===== config.mk =====
export PLATFORM = sky130hd
export DESIGN_NAME = shift_unit_mc_flat
export DESIGN_NICKNAME = d
export VERILOG_FILES = /design/src/rtl/shift_unit_mc_if.sv /design/src/rtl/shift_unit_mc.sv /design/src/flat_wrapper.sv
export SDC_FILE = /design/constraint.sdc
export NUM_CORES = 1
export LEC_CHECK = 0
export CAP_MARGIN = 10
export CORE_UTILIZATION = 47
export CTS_CLUSTER_DIAMETER = 30
export DETAILED_ROUTE_END_ITERATION = 7
export HOLD_SLACK_MARGIN = 0.03
export PLACE_DENSITY_LB_ADDON = 0.08
export RECOVER_POWER = 50
export REMOVE_ABC_BUFFERS = 1
export SYNTH_ARGS = -nofsm -noshare
export SYNTH_HDL_FRONTEND = slang
export SYNTH_SLANG_ARGS = --single-unit

===== constraint.sdc =====
create_clock -name clk -period 2.05 [get_ports clk]
set_input_delay 0.5125 -clock clk [delete_from_list [all_inputs] [get_ports clk]]
set_output_delay 0.5125 -clock clk [all_outputs]
set_load 0.01 [all_outputs]

===== src/rtl/shift_unit_mc_if.sv =====
// Request/response bundle between the issue logic and the multi-cycle shifter.
// The master is the issue side; the slave is the shift unit.
interface shift_unit_mc_if;
  logic        in_valid;
  logic        in_ready;
  logic        sr;
  logic        arith;
  logic [4:0]  shamt;
  logic [31:0] data_in;
  logic        out_valid;
  logic        out_ready;
  logic [31:0] data_out;
  logic        busy;
  logic        flush;

  modport master (
    output in_valid,
    output sr,
    output arith,
    output shamt,
    output data_in,
    output out_ready,
    output flush,
    input  in_ready,
    input  out_valid,
    input  data_out,
    input  busy
  );

  modport slave (
    input  in_valid,
    input  sr,
    input  arith,
    input  shamt,
    input  data_in,
    input  out_ready,
    input  flush,
    output in_ready,
    output out_valid,
    output data_out,
    output busy
  );
endinterface


===== src/rtl/shift_unit_mc.sv =====
// Multi-cycle SLL/SRL/SRA unit: shifts STEP bit positions per clock until the
// requested amount is consumed, then holds the result until it is taken.
module shift_unit_mc #(
  parameter int unsigned STEP = 1  // 1, 2, 4, 8 or 16
) (
  input logic           clk,
  input logic           rst,
  shift_unit_mc_if.slave bus
);

  typedef enum logic [1:0] {
    StIdle,
    StShift,
    StDone
  } state_e;

  localparam logic [4:0] StepAmt = 5'(STEP);

  state_e      state_q, state_d;
  logic [31:0] acc_q, acc_d;
  logic [4:0]  rem_q, rem_d;
  logic        op_sr_q, op_sr_d;
  logic        op_arith_q, op_arith_d;

  logic [4:0]         step_k;
  logic               fill;
  logic signed [32:0] right_ext;
  logic [31:0]        shifted;

  // Per-cycle shift datapath: k = min(STEP, rem), fill taken from the live sign bit.
  always_comb begin
    step_k    = (rem_q < StepAmt) ? rem_q : StepAmt;
    fill      = op_arith_q & acc_q[31];
    // Extending by the fill bit lets one arithmetic shift serve both SRL and SRA.
    right_ext = $signed({fill, acc_q}) >>> step_k;
    if (op_sr_q) begin
      shifted = right_ext[31:0];
    end else begin
      shifted = acc_q << step_k;
    end
  end

  // Next-state and operand capture; flush overrides everything else.
  always_comb begin
    state_d    = state_q;
    acc_d      = acc_q;
    rem_d      = rem_q;
    op_sr_d    = op_sr_q;
    op_arith_d = op_arith_q;

    if (bus.flush) begin
      state_d = StIdle;
    end else begin
      case (state_q)
        StIdle: begin
          if (bus.in_valid) begin
            acc_d      = bus.data_in;
            rem_d      = bus.shamt;
            op_sr_d    = bus.sr;
            op_arith_d = bus.arith & bus.sr;
            state_d    = (bus.shamt == 5'd0) ? StDone : StShift;
          end
        end
        StShift: begin
          acc_d = shifted;
          rem_d = rem_q - step_k;
          if (rem_q == step_k) begin
            state_d = StDone;
          end
        end
        StDone: begin
          if (bus.out_ready) begin
            state_d = StIdle;
          end
        end
        default: begin
          state_d = StIdle;
        end
      endcase
    end
  end

  // State and datapath registers with asynchronous reset.
  always_ff @(posedge clk or posedge rst) begin
    if (rst) begin
      state_q    <= StIdle;
      acc_q      <= 32'd0;
      rem_q      <= 5'd0;
      op_sr_q    <= 1'b0;
      op_arith_q <= 1'b0;
    end else begin
      state_q    <= state_d;
      acc_q      <= acc_d;
      rem_q      <= rem_d;
      op_sr_q    <= op_sr_d;
      op_arith_q <= op_arith_d;
    end
  end

  assign bus.in_ready  = (state_q == StIdle);
  assign bus.out_valid = (state_q == StDone);
  assign bus.busy      = (state_q != StIdle);
  assign bus.data_out  = acc_q;

endmodule


===== src/flat_wrapper.sv =====
// flat-port wrapper written by rule: the top's interface ports become plain ports
module shift_unit_mc_flat 
#(
  parameter int unsigned STEP = 1                     
)
  (clk, rst, bus_in_valid, bus_sr, bus_arith, bus_shamt, bus_data_in, bus_out_ready, bus_flush, bus_in_ready, bus_out_valid, bus_data_out, bus_busy);
  shift_unit_mc_if bus_i ();
  input logic clk;
  input logic rst;
  input wire logic [$bits(bus_i.in_valid)-1:0] bus_in_valid;
  input wire logic [$bits(bus_i.sr)-1:0] bus_sr;
  input wire logic [$bits(bus_i.arith)-1:0] bus_arith;
  input wire logic [$bits(bus_i.shamt)-1:0] bus_shamt;
  input wire logic [$bits(bus_i.data_in)-1:0] bus_data_in;
  input wire logic [$bits(bus_i.out_ready)-1:0] bus_out_ready;
  input wire logic [$bits(bus_i.flush)-1:0] bus_flush;
  output wire logic [$bits(bus_i.in_ready)-1:0] bus_in_ready;
  output wire logic [$bits(bus_i.out_valid)-1:0] bus_out_valid;
  output wire logic [$bits(bus_i.data_out)-1:0] bus_data_out;
  output wire logic [$bits(bus_i.busy)-1:0] bus_busy;
  assign bus_i.in_valid = bus_in_valid;
  assign bus_i.sr = bus_sr;
  assign bus_i.arith = bus_arith;
  assign bus_i.shamt = bus_shamt;
  assign bus_i.data_in = bus_data_in;
  assign bus_i.out_ready = bus_out_ready;
  assign bus_i.flush = bus_flush;
  assign bus_in_ready = bus_i.in_ready;
  assign bus_out_valid = bus_i.out_valid;
  assign bus_data_out = bus_i.data_out;
  assign bus_busy = bus_i.busy;
  shift_unit_mc #(.STEP(STEP)) u_core (.clk(clk), .rst(rst), .bus(bus_i));
endmodule

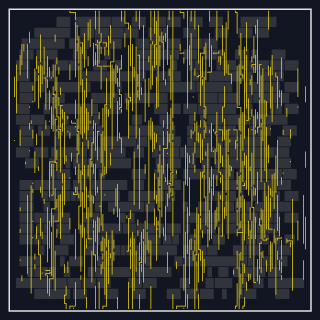
(run_1/m2.png)
Drawn at 4 px/um.
main direction: vertical
share of all routed wire: 49%
nets with wire on the layer: 347
longest straight run: 26.9 um
wire length on this layer: 3360 um
met2 GRT Util: 43.64%
Detailed Route WL: 6841 um
total number of vias: 2561

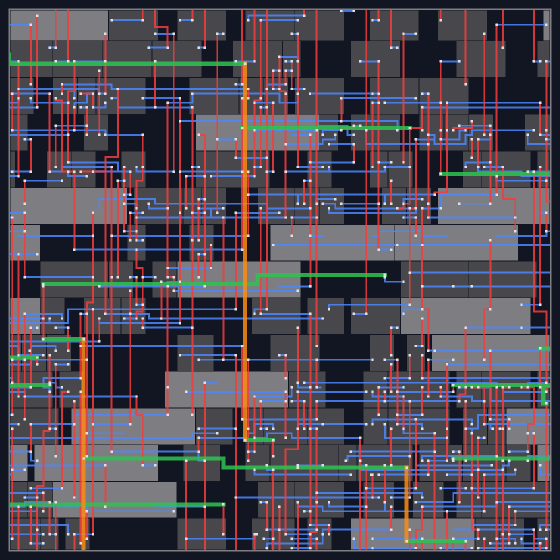
(run_1/closeup.png)
Region (18, 33) to (58, 73) um. Cells in grey, sequential cells in the stronger grey; small squares are vias.
| colour | layer |
|---|---|
| green | M3 |
| blue | M1 |
| red | M2 |
| orange | M4 |
netlist names of flops here include: u_core.bus.data_out (12)
most frequent: o21ai_0 (26), clkdlybuf4s50_1 (14), dfrtp_1 (13)
sequential cells in the window: 14
cells with their middle in the window: 124

==> run notes, run 1 <==
This memo summarizes the results of the implementation run.

Run status
The flow ran to the end, and the final reports show no timing, DRC or antenna violations.

Pwr
Per the breakdown, switching nets consume 34.84% of all power. Of the total power, the clock network draws 21.6%. The net switching power of the design is 1.111 mW.

The report lists the power per cell area as 901.9 mW/mm2. The worst voltage drop across the vdd grid is between 0.4 and 0.5 mV. Combinational logic burns 39.6% of the power. Cell internal power was estimated by the tool at just over 2 mW.

Logic synthesis
The post-synthesis register bit count is slightly above 40. Counting the warning lines in the Yosys log gives 0. The yosys stat cell total is around 300. The synthesized instance count is 300. For this run, asynchronously set or reset flops after synthesis account for 100.0%. The most instantiated flip-flop cell in the synthesis netlist is sky130_fd_sc_hd__dfrtp_1. In the synthesis report, Yosys lists the chip area as around 0.0025 mm2.

The combined area of all synthesized cells is ~0.0025 mm2.

Routing
The number of violations reported at the end of detailed-routing iteration 0 is ~110. Nets still carrying antenna violations after routing amount to 0. Before antenna repair, the detailed router went through 5 iterations. The count of unresolved DRC violations after routing is 0.

Timing
The part of the cycle the worst path needs is 97.65%. The transition time recorded at the tightest slew-check pin is 0.9841 ns. The hold slack is 0.5159 ns. The final timing report lists a max-slew violation count of 0.

The relative slew slack is roughly 34%. The total of endpoints with negative setup slack in the final report is 0. Setup repair after global routing left no endpoint under its margin. After layout, the setup clock skew is reported as 0.006130 ns. The final hold violation count is 0. The time the final worst path needs with I/O delays and setup is 2.002 ns.

Clock tree
Per the repair_timing log after CTS, setup buffers inserted total 1. The post-cts repair resize count is 1. The clock tree synthesis step divided the H-tree into 2 levels. Buffers inserted during clock tree synthesis total 5. The maximum clock insertion buffer count is 2. The CTS log lists the clock sinks for this run as between 40 and 50. In the CTS report, the clock slew at the register clock pins of the worst setup and hold paths is listed as roughly 0.080 ns. The tree is rooted in a sky130_fd_sc_hd__clkbuf_8. For the worst-skew pair, the clock arrives at the later sink with an insertion delay of 0.30 ns.

The post-CTS hold buffer count recorded in the log is 0.

Finish
Fill cells in the final layout number 438. In the layout the commonest cells are sky130_fd_sc_hd__clkdlybuf4s50_1, sky130_fd_sc_hd__o21ai_0, sky130_fd_sc_hd__dfrtp_1. 0 antenna diodes ended up in the layout. The final instance area is around 0.0035 mm2. The signed area change from the synthesized netlist to the final layout is 41.02%.

After the last flow step, the layout net total stands at 428.

Global route
The global-route congestion overflow total is 0. Global routing put the most usage on met2. The maximum number of pins on one net before global-route repair is 33. The first global-routing pass estimated 10770 um of wire. The via count of the first global-routing pass was 2296.

Hold path
The number of cells on the worst hold path is listed as 1. Note that the worst hold path type here is reg -> reg. The worst-case hold path end point is u_core.bus.data_out[0]$_DFFE_PP0P_.

Placement
In this run the cell area measured after placement is around 0.0034 mm2. Routability-driven placement finished with a final weighted congestion of 0.8066.

Die
The standard-cell row count is 26. In the floorplan report the effective utilization is 49.09%. In this run the count of I/O pins placed on the die edge is slightly below 80.

Measured along the x axis, the die boundary spans 75.04 um.

Critical path
The critical path's slowest stage uses the library cell sky130_fd_sc_hd__clkdlybuf4s50_1. The category of the most critical setup path is reg -> out. Counting cells, the worst reg-to-reg path comes to 5.

The largest fanout on the critical path is 3. The worst setup path startpoint is u_core.state_q[1]$_DFFE_PP0P_. The worst-case reg-to-reg setup slack stands at 0.14 ns.

Among cell families on the critical path, the largest total delay comes from buffers and inverters. The kind of start point of the critical path is a register. The longest incremental delay of any stage on the critical path is reported as just under 0.5 ns. The required time of the worst setup path is roughly 1.5 ns. Listed in order, past its start point the critical path passes or2_2 > clkdlybuf4s50_1. In this run the critical register-to-register path is captured at u_core.bus.data_out[12]$_DFFE_PP0P_.

STA classifies the critical path endpoint as a primary output.

Run
The max capacitance violation total is 0.
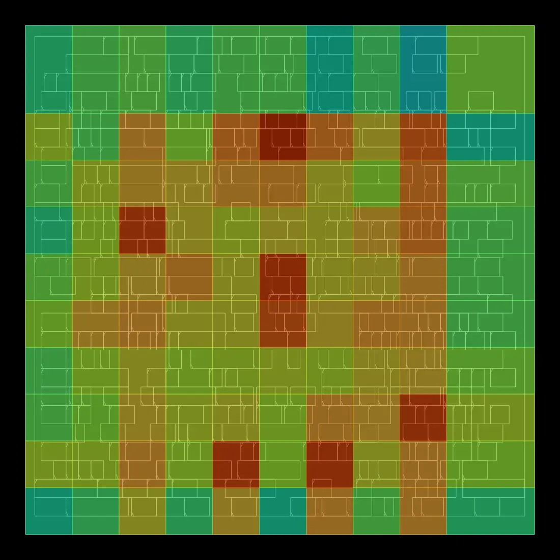
(run_1/congestion_map.png)
total global-route track usage: 25.22%
met1 GRT Util: 31.70%
met3 GRT Util: 6.426%

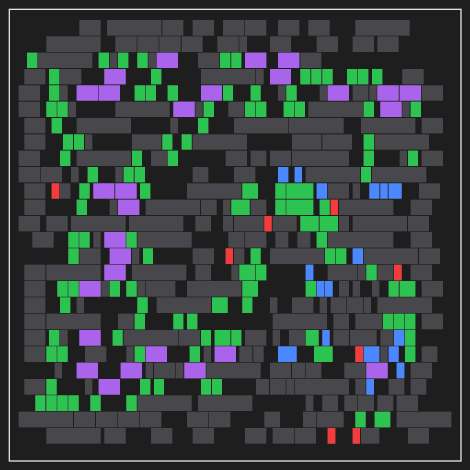
(run_1/gates.png)
Drawn at 6 px/um.
| colour | family | cells | most used |
|---|---|---|---|
| blue | nand cells | 17 | nand2_1 |
| red | inv cells | 8 | inv_1 |
| green | aoi and oai cells | 114 | o21ai_0 |
| purple | mux cells | 28 | mux2i_1 |
Post-Layout Cell Count: 453
combinational share of cell area: 37.37%
most frequent standard cell in the layout excluding fill and tap cells: sky130_fd_sc_hd__clkdlybuf4s50_1

## run 1: cell type report
cell class	count	area [um2]	share of cell area, %
flip-flops and latches	41	1027	29.05
multi-input cells	223	1321	37.37
clock buffers	7	86.33	2.442
clock inverters	1	30.03	0.8493
inverters	8	30.03	0.8493
repair buffers	103	953.4	26.96
well taps	70	87.58	2.477
## run 1: stage by stage
| stage | setup WS, ns | power, mW | utilization, % | std cells |
|---|---|---|---|---|
| after global placement | -0.1723 | 2.508 | 67.17 | 444 |
| after floorplan | -1.476 | 1.874 | - | 272 |
| final | 0.04826 | 3.189 | 69.23 | 453 |
| after detailed placement | -0.2444 | 2.535 | 67.17 | 444 |
| after global routing | 0.01077 | 3.386 | 69.23 | 453 |
| after CTS | 0.04032 | 3.230 | 69.57 | 453 |
## run 1: sequential cells by signal (all words and copies together), names as in the netlist
signal and flops:
u_core.op_arith_q 1, u_core.state_q 2, u_core.op_sr_q 1, u_core.bus.data_out 32, u_core.rem_q 5
## run 1: power by group through the flow
stage	Combinational, mW	Clock, mW	Sequential [mW]
floorplan	0.559	0	1.32
global placement	1.26	0	1.25
detailed placement	1.29	0	1.25
CTS	1.30	0.697	1.24
global route	1.39	0.734	1.26
finish	1.26	0.687	1.24
## run 1: cells by family after synthesis
logic type      share of synthesized area, %
compound gates                         26.30
fa+ha+maj                             0.9978
buf+inv                                6.487
flops                                  40.92
mux                                    11.18
simple gates                           14.12
## run 1: layer usage
| layer | vias up | share of wire (%) |
|---|---|---|
| met1 | 1231 | 44 |
| met5 | - | 0 |
| met3 | 9 | 6.3 |
| met2 | 83 | 49 |
| li1 | 1238 | - |
| met4 | 0 | 0.82 |
## run 1: cells in the mapped netlist, types with 2 or more instances
master | n | area, um2
sky130_fd_sc_hd__buf_2 | 12 | 60.06
sky130_fd_sc_hd__or4_1 | 2 | 15.01
sky130_fd_sc_hd__or3_1 | 2 | 12.51
sky130_fd_sc_hd__o211ai_1 | 2 | 15.01
sky130_fd_sc_hd__nor2b_1 | 3 | 18.77
sky130_fd_sc_hd__a21oi_1 | 31 | 155.2
sky130_fd_sc_hd__nor3_2 | 2 | 20.02
sky130_fd_sc_hd__a211oi_1 | 2 | 15.01
sky130_fd_sc_hd__nand3_1 | 6 | 30.03
sky130_fd_sc_hd__o21a_1 | 3 | 22.52
sky130_fd_sc_hd__ha_1 | 2 | 25.02
sky130_fd_sc_hd__o211ai_2 | 2 | 25.02
sky130_fd_sc_hd__buf_1 | 3 | 11.26
sky130_fd_sc_hd__nor4_1 | 2 | 12.51
sky130_fd_sc_hd__a22oi_1 | 2 | 15.01
sky130_fd_sc_hd__nor2_1 | 38 | 142.6
sky130_fd_sc_hd__mux2i_1 | 28 | 280.3
sky130_fd_sc_hd__nor3_1 | 5 | 25.02
sky130_fd_sc_hd__inv_1 | 8 | 30.03
sky130_fd_sc_hd__dfrtp_1 | 41 | 1026
sky130_fd_sc_hd__clkbuf_1 | 10 | 37.54
sky130_fd_sc_hd__o21ai_1 | 11 | 55.05
sky130_fd_sc_hd__o21ai_0 | 58 | 290.3
sky130_fd_sc_hd__nand2_1 | 8 | 30.03
==> inputs of run 2 (changes only) <==
--- a/config.mk
+++ b/config.mk
@@ -10,9 +10,10 @@
 export CTS_CLUSTER_DIAMETER = 30
 export DETAILED_ROUTE_END_ITERATION = 7
 export HOLD_SLACK_MARGIN = 0.03
-export PLACE_DENSITY_LB_ADDON = 0.08
+export PLACE_DENSITY = 0.93
 export RECOVER_POWER = 50
 export REMOVE_ABC_BUFFERS = 1
+export SETUP_SLACK_MARGIN = 0.2
 export SYNTH_ARGS = -nofsm -noshare
 export SYNTH_HDL_FRONTEND = slang
 export SYNTH_SLANG_ARGS = --single-unit
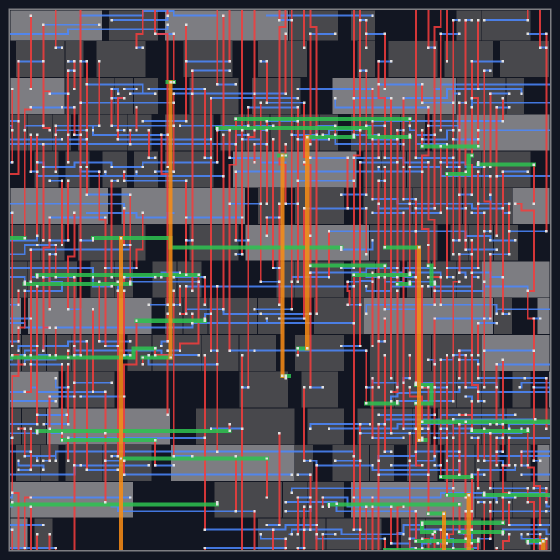
(run_2/closeup.png)
Region (18, 33) to (58, 73) um. Cells in grey, sequential cells in the stronger grey; small squares are vias.
| colour | layer |
|---|---|
| blue | M1 |
| orange | M4 |
| green | M3 |
| red | M2 |
cells with their middle in the window: 145
sequential cells in the window: 16
netlist names of flops here include: u_core.bus.data_out (15), u_core.rem_q (1)
most frequent: o21ai_0 (28), clkdlybuf4s50_1 (21), nor2_1 (16)

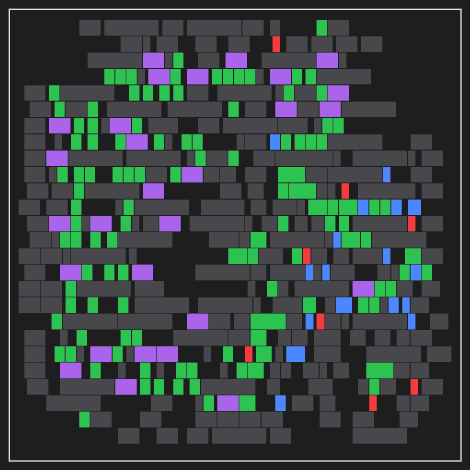
(run_2/gates.png)
Drawn at 6 px/um.
| colour | family | cells | most used |
|---|---|---|---|
| blue | nand cells | 17 | nand2_1 |
| red | inv cells | 8 | inv_1 |
| green | aoi and oai cells | 114 | o21ai_0 |
| purple | mux cells | 28 | mux2i_1 |
Post-Layout Cell Count: 449
combinational share of cell area: 38.46%

==> run 2 against run 1 <==
Register-to-register slack improved by 0.13 ns. Global-route usage increased by 2.3 points. First-iteration DRC count increased by 120%. Clock-buffer cell count decreased by 1.
==> run notes, run 2 <==
This memo summarizes the results of the implementation run.

Run status
The flow ran to the end, and the final reports show no timing, DRC or antenna violations.

Clock tree
The H-tree depth is 2. The master cell of the clock root buffer is sky130_fd_sc_hd__clkbuf_8. The hold buffer count at CTS is 0. The clock sink count is between 40 and 50. The later pin in the worst-skew pair is clocked with a latency of 0.29 ns. The CTS tree is yes. The timing report gives the clock slew at the launch and capture registers of the worst setup and hold paths as 0.08 ns. The maximum clock insertion buffer count is 2. The TritonCTS buffer count is 5. The number of buffers inserted by post-CTS setup repair is 0.

Logic synthesis
The combined area of all synthesized cells is 0.002507 mm2. The sequential fraction of the synthesis area is roughly two fifths. The yosys synthesis warning count is 0. The number of synthesized flops with an enable pin is 0. In the synthesized netlist the async set-or-reset flop fraction comes to 100.0%.

The synthesized instance count is 300. The mean instance size in the synthesized netlist is 8.358 um2. In this run the biggest area consumer among cell types represents between 40% and 50% of the synthesized area. The synthesized netlist was found by Yosys to have 300 cells. The number of different library cells used by synthesis comes to 41. For this run the top cell type by instance count after synthesis was sky130_fd_sc_hd__o21ai_0. The commonest cells after synthesis are sky130_fd_sc_hd__o21ai_0, sky130_fd_sc_hd__dfrtp_1, sky130_fd_sc_hd__nor2_1. The most instantiated flip-flop cell in the synthesis netlist is sky130_fd_sc_hd__dfrtp_1. The largest total area in the synthesized netlist belongs to sky130_fd_sc_hd__dfrtp_1.

The synthesis report lists the most area-consuming cells as sky130_fd_sc_hd__dfrtp_1, sky130_fd_sc_hd__o21ai_0, sky130_fd_sc_hd__mux2i_1. For this run, the chip area from Yosys synthesis comes to between 0.002 and 0.003 mm2. The post-synthesis register bit count is between 40 and 50.

Finish
Summing all non-filler instances in the final layout gives an area of 0.003523 mm2. The layout cell share with drive strength beyond 1 is 10.55%. The most frequently placed logic cell in the final layout is sky130_fd_sc_hd__clkdlybuf4s50_1. The final layout contains 425 nets. The number of antenna diodes in the final layout is 0. In this run the layout overhead on the synthesized area is reported as 40.52%. The register with the most flip-flops in the layout has 32 of them. In the layout the commonest cells are sky130_fd_sc_hd__clkdlybuf4s50_1, sky130_fd_sc_hd__o21ai_0, sky130_fd_sc_hd__dfrtp_1.

Critical path
In this run the register-to-register setup slack is 0.27 ns. The worst setup path is launched from an input pin. The worst setup path is of the in -> reg kind. Per the post-run analysis, buffers plus inverters along the critical path come to 3. STA lists the maximum fanout along the critical path as 6. The signal on the critical path passes through clkdlybuf4s50_1 > nor2_1 > clkbuf_4 > nor3_1 > o21ai_4 > clkbuf_1 > o21ai_0. The longest incremental delay of any stage on the critical path is reported as around 0.48 ns.

The required time of the worst setup path is 2.26 ns. The slowest stage cell on the critical path is sky130_fd_sc_hd__clkdlybuf4s50_1. STA classifies the critical path endpoint as a register. According to the timing report, the arrival time at the worst endpoint equals 2.04 ns. The kind of cell adding the most delay to the critical path is buffers and inverters.

Die
The standard-cell row count is 26. The chip width is 75.04 um. The area of the chip is about 0.0056 mm2. The core region area is around 0.0051 mm2.

In this run the count of I/O pins placed on the die edge is 79. The die span in y is 75.04 um. The initial cell density of the core is between 40% and 50%.

Timing
Endpoints with negative setup slack in the final report add up to 0. The final-report max-slew violation count is 0. On the final layout, the worst clock skew is between 0.005 and 0.006 ns. Setup repair after global routing could not meet its margin everywhere. The time the final worst path needs with I/O delays and setup is 1.835 ns.

Per the final timing report, the hold violations number 0. The part of the cycle the worst path needs is approximately nine tenths. The relative slew slack is 29.21%. The maximum frequency from static timing analysis is 0.5451 GHz.

The actual slew at the worst max-slew pin is 1.062 ns.

Placement
The HPWL reported at the end of detailed placement is 5109 um. The final weighted congestion in routability-driven placement is 0.7866. The cell area after placement is 0.003441 mm2. The number of buffers added on ports is 78.

Run
The max capacitance violation total is 0. Summing over the stages, the warning tally comes to 27.

Global route
The layer carrying the most global-route usage is met2. The global-route wire length before repair is 11620 um. Recorded from the global router log, the overflow total was 0. Global routing consumed, on the met1 layer, approximately a third of the routing resources. Entering global routing, the biggest net connects 42 pins. The aggregate global-route resource usage is between 20% and 30%. The met2 usage is 46.35%. The initial antenna violation count is 0.

The via count of the first global-routing pass is 2519. The met3 usage is 5.890%.

Routing
The number of violations reported at the end of detailed-routing iteration 0 is roughly 250. The wire length recorded after detailed routing is around 7300 um. For this run, the detailed router's first-pass iteration total came to 5. The detailed router placed 2654 vias in this run. Per the post-route antenna check, the number of violating nets is 0. The DRC violation total left in the routed layout is recorded as 0.

The script logs the ratio of routed vias to standard cells as 5.911. For this sky-water flow run, the detailed-routed wirelength per cell is reported as 16.31 um.

Pwr
The total chip power is 3.071 mW. VDD sags by at most 0.4991 mV. The script computed a power per unit cell area of 871.5 mW/mm2. The leakage power total is 1.450 nW.

Hold path
The worst hold-check path type is reg -> reg.
## run 2: final timing paths
check / startpoint / end / depth (start not counted)
setup / recovery: bus_in_valid / u_core.bus.data_out[4]$_DFFE_PP0P_ / 7
hold / removal: u_core.bus.data_out[0]$_DFFE_PP0P_ / u_core.bus.data_out[0]$_DFFE_PP0P_ / 1
setup reg to reg: u_core.rem_q[1]$_DFFE_PP0P_ / u_core.bus.data_out[4]$_DFFE_PP0P_ / 5
hold reg to reg: u_core.bus.data_out[0]$_DFFE_PP0P_ / u_core.bus.data_out[0]$_DFFE_PP0P_ / 1
max in group asynchronous: rst / u_core.op_sr_q$_DFFE_PP0P_ / 3
min in group asynchronous: rst / u_core.bus.data_out[23]$_DFFE_PP0P_ / 3
## run 2: per-stage QoR
step | utilization, % | worst slack [ns] | cells | TNS [ns] | hold WS (ns)
3_3_place_gp | 67.37 | -0.1803 | 442 | -0.1803 | 0.4811
6_report | 68.99 | 0.2154 | 449 | 0 | 0.5366
5_1_grt | 68.99 | 0.1064 | 449 | 0 | 0.5535
2_1_floorplan | - | -1.476 | 272 | -45.03 | 0.4672
3_5_place_dp | 67.37 | -0.2605 | 442 | -0.4413 | 0.5151
4_1_cts | 69.03 | 0.2038 | 449 | 0 | 0.5399
## run 2: repair_timing
action / 4_1_cts / 5_1_grt
setup endpoints to repair: 5 / 16
endpoints found under the hold margin: 0 / 0
pin swaps: 3 / 1
gates resized: 11 / 8
gates cloned: 0 / 0
## run 2: routing by layer
layer	routed length, um	part of all wire (%)
met5	0	0
met4	160	2.2
met3	475	6.5
met2	3804	52
met1	2884	39
## run 2: worst reg2reg max path: cells and delay by family (launching register included)
kind	cells	cell delay, ns
DFF	1	0.46
and+or+nand+nor	2	0.52
AOI/OAI and AO/OA	2	0.41
buffers and inverters	1	0.27
## run 2: cell families (layout without fill, tap and decap cells)
logic type      Yosys count  after routing  synth area share [%]
fa+ha+maj                 2              2                0.9978
mux                      28             28                 11.18
buf+inv                  36            115                 6.487
simple gates             74             74                 14.12
flops                    41             41                 40.92
compound gates          119            119                 26.30
## run 2: final cells by class
type | count | area [um2]
well taps | 70 | 87.58
inverters | 8 | 30.03
multi-input cells | 223 | 1355
repair buffers | 100 | 944.7
clock inverters | 1 | 5.005
flip-flops and latches | 41 | 1028
clock buffers | 6 | 72.57
fillers | 421 | 1584
## run 2: power by group
part / internal (mW) / switching (mW) / leakage [nW]
registers: 1.00 / 0.249 / 0.507
logic: 0.691 / 0.616 / 0.902
clock network: 0.232 / 0.280 / 0.0410
==> inputs of run 3 (changes only) <==
==> constraint.sdc (replaced) <==
create_clock -name clk -period 2.05 [get_ports clk]
set_input_delay 0.5125 -clock clk [delete_from_list [all_inputs] [get_ports clk]]
set_output_delay 0.5125 -clock clk [all_outputs]
set_load 0.02 [all_outputs]
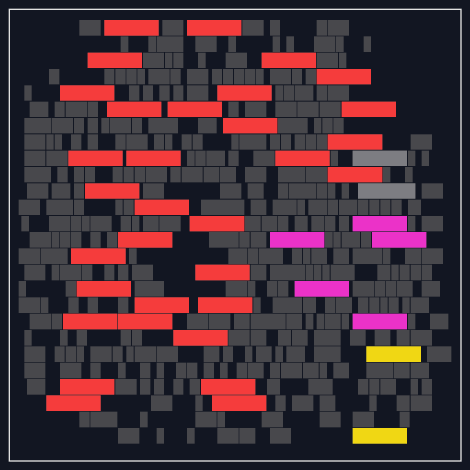
(run_3/ff_map.png)
Drawn at 6 px/um. Other sequential cells in the stronger grey, the rest of the logic in the fainter grey.
| colour | name in the netlist | placed flops |
|---|---|---|
| magenta | u_core.rem_q | 5 |
| red | u_core.bus.data_out | 32 |
| yellow | u_core.state_q | 2 |
not coloured: 2
sequential fraction of total cell area: 29.94%
Sequential Area: 0.001027 mm2
post-layout util: 67.17%
Seq group: 1.25 mW

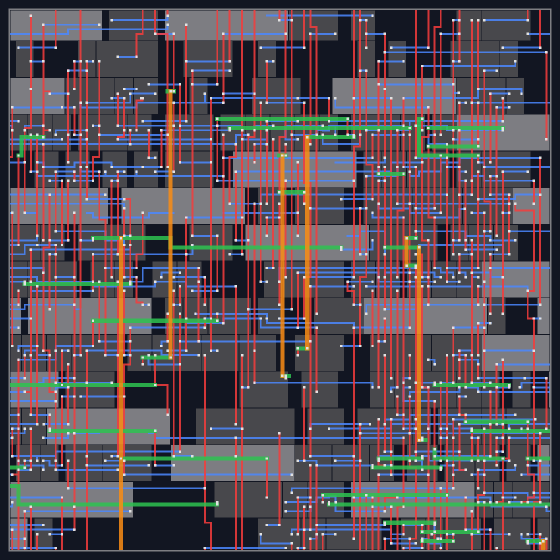
(run_3/closeup.png)
Region (18, 33) to (58, 73) um. Cells in grey, sequential cells in the stronger grey; small squares are vias.
| colour | layer |
|---|---|
| red | M2 |
| blue | M1 |
| green | M3 |
| orange | M4 |
most frequent: o21ai_0 (28), nor2_1 (16), dfrtp_1 (16)
sequential cells in the window: 16
netlist names of flops here include: u_core.bus.data_out (15), u_core.rem_q (1)
cells with their middle in the window: 145

==> run 3 against run 2 <==
Setup slack better by 0.016 ns. Global-route usage hardly changed. Critical path depth fell by 6. Synthesized area did not move. Flip-flop count is the same. Sequential share of layout area is 0.75 points higher. Combinational power barely moved. Non-clock buffer count unchanged. Critical path type is now reg -> out. Largest power group unchanged.
==> run notes, run 3 <==
This memo summarizes the results of the implementation run.

Pwr
Registers are responsible for approximately two fifths of the overall power. In this run the power spent charging and discharging nets is 1.278 mW. The leakage power total is approximately 1.5 nW. The clock share of power is between 15 and 20%. The internal portion of the total power is 1.799 mW.

Timing
The relative slew slack is 29.64%. Setup repair after global routing could not meet its margin everywhere. After layout, the minimum clock period comes to between 1.5 and 2 ns.

The clock arrives with between 0.006 and 0.007 ns of skew. Per the final timing report, the hold violations number 0. After layout, the worst path uses 88.69% of the clock period. The pin closest to its max-slew limit shows a slew of 1.055 ns. The maximum frequency from static timing analysis is 0.5500 GHz.

Global route
The via count of the first global-routing pass is 2519. Entering global routing, the biggest net connects 42 pins. The first global-routing pass estimated around 12000 um of wire. For this run the aggregate overflow at the end of global routing stands at 0.

Logic synthesis
The post-synthesis cell type count is 41. The most instantiated library cell after synthesis is sky130_fd_sc_hd__o21ai_0. Of the post-synthesis cell area, the dominant cell type holds 40.92%. The combined area of all synthesized cells is 0.002507 mm2. By count the netlist is led by sky130_fd_sc_hd__o21ai_0, sky130_fd_sc_hd__dfrtp_1, sky130_fd_sc_hd__nor2_1.

The mean instance size in the synthesized netlist is roughly 8.4 um2. For reference, the top cells by area after synthesis are sky130_fd_sc_hd__dfrtp_1, sky130_fd_sc_hd__o21ai_0, sky130_fd_sc_hd__mux2i_1. The synthesized instance count is 300. The number of synthesized flops with an enable pin is 0. Per the synth stats, the proportion of register bits with asynchronous set or reset is 100.0%.

Die
For this configuration, the core starts out at a cell density of 49.09%. The core region area is 0.005107 mm2. The die span in y is 75.04 um.

Critical path
The type of destination of the critical path is a primary output. The capture point of the worst register-to-register path is recorded as u_core.bus.data_out[31]$_DFFE_PP0P_. Looking at the critical path, the single cell with the biggest stage delay is sky130_fd_sc_hd__clkdlybuf4s50_1.

The kind of start point of the critical path is a register. The required time of the worst setup path is 1.54 ns. In this run the critical path is formed by clkdlybuf4s50_1.

Max fanout on the critical path was recorded as 3. For the worst reg-to-reg path, the startpoint reported by OpenROAD is u_core.state_q[1]$_DFFE_PP0P_.

Clock tree
The clock sink count is around 41. The insertion delay at the late pin of the worst-skew pair is 0.30 ns. The TritonCTS buffer count is 5.

The number of buffers inserted by post-CTS setup repair is 0. Looking at the clock tree report, the root buffer type is sky130_fd_sc_hd__clkbuf_8. The clock H-tree reported by CTS has 2 levels.

For reference, the clock transition at the flip-flops on the worst setup and hold paths is 0.08 ns.

Routing
In the post-route report, total wirelength is listed as 7393 um. The routed wirelength normalized by instance count is about 16 um. The number of search-and-repair iterations in the first detailed-routing pass is 5. For this run, the detailed router reports a per-instance via density of 5.951.

The routed layout reports a DRC error count of 0.

Finish
The finished design was reported to have a net count of approximately 430. The signed area change from the synthesized netlist to the final layout is 36.83%. The flip-flop count of the largest register, all copies and words added is 32.

Placement
The worst setup slack after placement is -0.2605 ns. At the end of routability-driven placement, the weighted congestion stood at 0.7866. The HPWL reported at the end of detailed placement is slightly above 5000 um.

The number of buffers added on ports is 78.

Hold path
In the hold timing report, the worst path depth is 1. The launch point of the worst min-delay path is recorded as u_core.bus.data_out[0]$_DFFE_PP0P_. Looking at the hold checks, the worst path lands on u_core.bus.data_out[0]$_DFFE_PP0P_.

Run status
The flow ran to the end, and the final reports show no timing, DRC or antenna violations.

Run
OpenROAD emitted warnings numbering 28.
## run 3: cell counts after synthesis
No cell type changed its count.
## run 3: kinds of logic (layout without fill, tap and decap cells)
kind of cell / after synthesis / count (layout) / synth area share (%)
flip-flops: 41 / 41 / 40.92
AND-OR/OR-AND: 119 / 119 / 26.30
buffers and inverters: 36 / 115 / 6.487
AND/OR/NAND/NOR: 74 / 74 / 14.12
adder cells (fa/ha/maj): 2 / 2 / 0.9978
multiplexers: 28 / 28 / 11.18
## run 3: layout make-up
| type | instances | area, um2 |
|---|---|---|
| repair buffers | 100 | 848.3 |
| flip-flops and latches | 41 | 1027 |
| well taps | 70 | 87.58 |
| clock buffers | 6 | 72.57 |
| multi-input cells | 223 | 1360 |
| clock inverters | 1 | 5.005 |
| inverters | 8 | 30.03 |
| fillers | 442 | 1677 |
## run 3: power by group through the flow
stage | clock [mW] | sequential [mW] | combinational [mW]
after global routing | 0.557 | 1.27 | 1.44
after floorplan | 0 | 1.44 | 0.563
after CTS | 0.516 | 1.24 | 1.41
after detailed placement | 0 | 1.26 | 1.43
final | 0.515 | 1.25 | 1.31
after global placement | 0 | 1.25 | 1.37
## run 3: timing repair
item	4_1_cts	5_1_grt
endpoints found under the setup margin	11	41
resized	17	35
hold buffers	0	0
pin swaps	3	1
## run 3: layer usage
layer / part of all wire (%) / vias to the layer above / wire length (um) / global-route usage, %
li1: - / 1234 / - / -
met1: 38 / 1276 / 2826 / 34.41
met2: 53 / 140 / 3889 / 46.35
met3: 7.0 / 22 / 515 / 5.890
met4: 2.2 / 0 / 161 / 11.32
met5: 0 / - / 0 / 0
## run 3: worst max-delay path by stage
| stage | start | end | slack (ns) | cells past startpoint |
|---|---|---|---|---|
| floorplan | u_core.state_q[1]$_DFFE_PP0P_ | u_core.bus.data_out[12]$_DFFE_PP0P_ | -1.48 | 3 |
| global placement | bus_shamt[2] | u_core.state_q[1]$_DFFE_PP0P_ | -0.18 | 4 |
| detailed placement | bus_shamt[2] | u_core.state_q[1]$_DFFE_PP0P_ | -0.26 | 4 |
| CTS | u_core.state_q[0]$_DFFE_PP0P_ | bus_in_ready | 0.19 | 3 |
| global route | rst | u_core.op_sr_q$_DFFE_PP0P_ | 0.14 | 3 |
| finish | u_core.bus.data_out[0]$_DFFE_PP0P_ | bus_data_out[0] | 0.23 | 1 |
## run 3: per-stage QoR
stage / setup TNS (ns) / power [mW] / instance area, um2 / instances / hold slack, ns
floorplan: -45.03 / 1.999 / 2375 / 272 / 0.4672
global placement: -0.1803 / 2.618 / 3441 / 442 / 0.4811
detailed placement: -0.4413 / 2.682 / 3441 / 442 / 0.5151
CTS: 0 / 3.172 / 3518 / 449 / 0.5399
global route: 0 / 3.269 / 3431 / 449 / 0.5533
finish: 0 / 3.077 / 3431 / 449 / 0.5393
No activity file was given, so power comes from the tool's default toggle rates.
